### Close-up of the layout

Window x 24 to 54, y 31 to 61 um. Cells in gray, sequential cells in the stronger gray; small squares are vias.
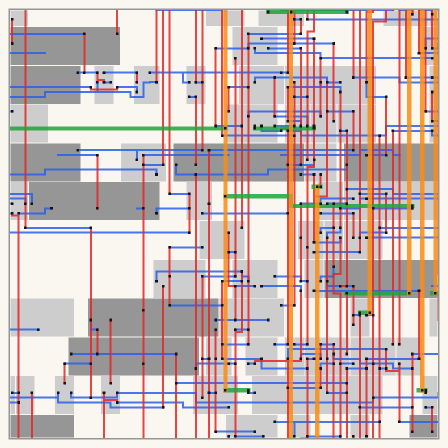
### Met4 routing

(4 px per um) Supply wires on this layer in gray.
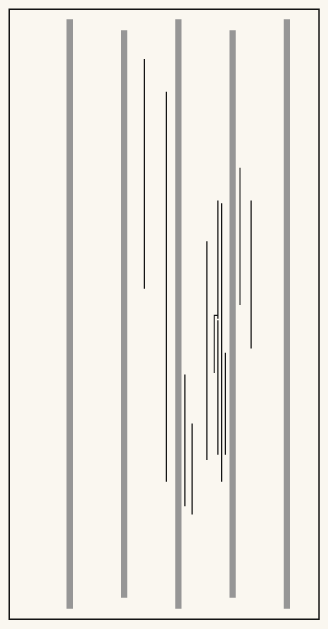
### Routed metal per tile

(3 px per um) 15 x 30 tiles, from white (low) to dark blue (high), scaled to the fullest tile. Values are wire area over tile area, all layers added.
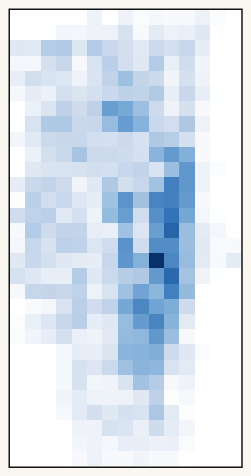
==> config.mk <==
export PLATFORM = sky130hd
export DESIGN_NAME = speed_meter
export DESIGN_NICKNAME = d
export VERILOG_FILES = /design/src/rtl/speed_meter.sv
export SDC_FILE = /design/constraint.sdc
export NUM_CORES = 1
export LEC_CHECK = 0
export CAP_MARGIN = 10
export CORE_ASPECT_RATIO = 2
export CORE_UTILIZATION = 30
export DETAILED_ROUTE_END_ITERATION = 10
export HOLD_SLACK_MARGIN = 0.02
export PLACE_DENSITY = 0.48
export SYNTH_ARGS = -nofsm -noshare
export SYNTH_HDL_FRONTEND = slang
export SYNTH_SLANG_ARGS = --single-unit
export TNS_END_PERCENT = 100
==> constraint.sdc <==
create_clock -name clk_100mhz -period 4.8 [get_ports clk_100mhz]
set_clock_uncertainty 0.1 [all_clocks]
set_input_delay 0.72 -clock clk_100mhz [delete_from_list [all_inputs] [get_ports clk_100mhz]]
set_output_delay 0.72 -clock clk_100mhz [all_outputs]
set_load 0.01 [all_outputs]
==> results.cfg <==
; generated from flow reports
[status]
status = finished, final reports clean

[die]
chipArea_mm2 = 0.0117
fp-row-count = 54
coreArea_mm2 = 0.0109
fp.dieH_um = 152

[detailed_routing]
postRouteAntennaNets = 0
drc_errors = 0
viasPerCell = 5.26
first_pass_iters = 4

[synthesis]
syn-instance-count = 365
ys_seq_share_pct = 49.6
synth.net_count = 371
yosys_area_mm2 = 0.00338

[cts]
hold_buffers = 0
h-tree-depth = 3

[timing]
finalHoldViolCount = 0
fin_ws_ns = 1.26
clock.fmax_mhz = 283
tightest_slew_ns = 0.819
slew_headroom_pct = 45.4
setup_violations = 0
timing.hold.ws_ns = 0.254

[grt]
antenna_found_initial = 0
use_met2_pct = 29.6
gr-usage-met1_pct = 16.7
grt_pass1_vias = 2858

[worst_setup_path]
crit_fanout = 9
cp.required_ns = 4.91
cpMaxStageDelayCell = or4b_4
slowest_delay_ns = 0.56
cp-start-kind = register
crit_type = reg -> reg
critPathBufInv = 0
crit_arrival_ns = 3.65
endpoint_kind = register

[placement]
dp_hpwl_mm = 6.60
place_ws_ns = 1.30

[cells_and_area]
area_delta_synth_final_pct = 21.6
drive_above_1_share_pct = 7.09
fin_nets = 396

[flow_run]
warning_count = 26

[worst_hold_path]
hold_depth = 0

[power_and_ir_drop]
power.density_mw_per_mm2 = 326
About 'Close-up of the layout':
Key: orange = metal 4; blue = metal 1; red = metal 2; green = metal 3
Most frequent: nor2_1 (10), dfrtp_1 (9), nor3_1 (4). Sequential cells in the window: 9. 51 logic cells have their middle in the window.

About 'Met4 routing':
The longest straight run is 97.2 um. The wires run mostly vertical. The layer carries 507 um of wire.
Routed Wire Length: 9.08 mm
Vias: 2815

About 'Routed metal per tile':
The mean over all tiles is 0.12. The fullest tile reaches 0.72. The densest ninth of the die: center. 25% of the tiles are nearly empty.
WL/cell: 17.0 um
GR Util All Layers: 16.6%

-- cells by family (layout without fill, tap and decap cells) --
group | count (synthesis) | count (layout) | synth area share (%)
xor gates and xnor gates | 28 | 28 | 7.25
DFF | 67 | 67 | 49.6
AOI/OAI and AO/OA | 61 | 61 | 11.4
muxes | 2 | 2 | 0.740
adders and majority gates | 2 | 2 | 0.740
and+or+nand+nor | 188 | 188 | 28.4
buffers and inverters | 17 | 47 | 1.92
-- cell type report --
type / instances / area [um2]
Inverter: 2 / 7.51
Clock buffer: 12 / 256
Clock inverter: 4 / 72.6
Tap cell: 140 / 175
Multi-Input combinational cell: 281 / 1640
Sequential cell: 67 / 1680
Fill cell: 1135 / 6830
Timing Repair Buffer: 29 / 280
-- power breakdown --
part / switching, W / total (W) / internal, W
combinational: 0.0000264 / 0.0000360 / 0.00000963
sequential: 0.00000512 / 0.000575 / 0.000570
clock: 0.000246 / 0.000729 / 0.000482
total: 0.000278 / 0.00134 / 0.00106
-- layer usage --
layer / wire length (um) / up-vias / share of wire, %
met5: 0 / - / 0
met4: 506 / 0 / 5.6
met3: 281 / 30 / 3.1
met2: 4850 / 79 / 53
met1: 3440 / 1361 / 38
li1: - / 1345 / -
-- placed cells by master (no fill, tap or decap), drive strengths merged, types with 2 or more instances in the layout --
cell	n
or4b	3
dfrtp	67
and2	3
nand2b	2
clkdlybuf4s50	26
a2111o	2
o311a	2
a311oi	2
or2	5
a41oi	2
xor2	14
buf	3
ha	2
nand3	26
nor3	13
or3	7
nand2	21
nor2b	3
xnor2	14
bufinv	2
and3	8
o31a	3
clkbuf	12
o21ai	18
nor4	5
and4	5
a21oi	22
inv	2
nand4b	2
nor2	72
nand4	6
o21a	2
a31o	2
nand3b	2
or4	2
-- cells in the mapped netlist (all sizes together), types with 3 or more instances --
cell type / number / area, um2
or3: 7 / 48.8
xnor2: 14 / 123
nand3: 26 / 143
nand2: 21 / 78.8
o31a: 3 / 26.3
xor2: 14 / 123
or4b: 3 / 33.8
or2: 5 / 33.8
buf: 3 / 12.5
and4: 5 / 43.8
nor2b: 3 / 18.8
and3: 8 / 50.1
o21ai: 18 / 90.1
and2: 3 / 18.8
a21oi: 22 / 110
dfrtp: 67 / 1680
nor2: 72 / 270
clkbuf: 12 / 45.0
nand4: 6 / 37.5
nor3: 13 / 65.1
nor4: 5 / 31.3
-- worst register-to-register path, delay by kind of cell (launching register included) --
family	cells	cell delay [ns]
fa+ha+maj	1	0.26
simple gates	5	1.61
mux	1	0.32
flops	1	0.42
compound gates	3	0.71
-- through the flow --
step / cells / utilization, % / instance area, um2
after detailed placement: 519 / 34.6 / 3780
after global placement: 519 / 34.6 / 3780
final: 535 / 37.6 / 4110
after floorplan: 365 / - / 3380
after global routing: 535 / 37.6 / 4110
after CTS: 535 / 37.6 / 4110
No activity file was given, so power comes from the tool's default toggle rates.
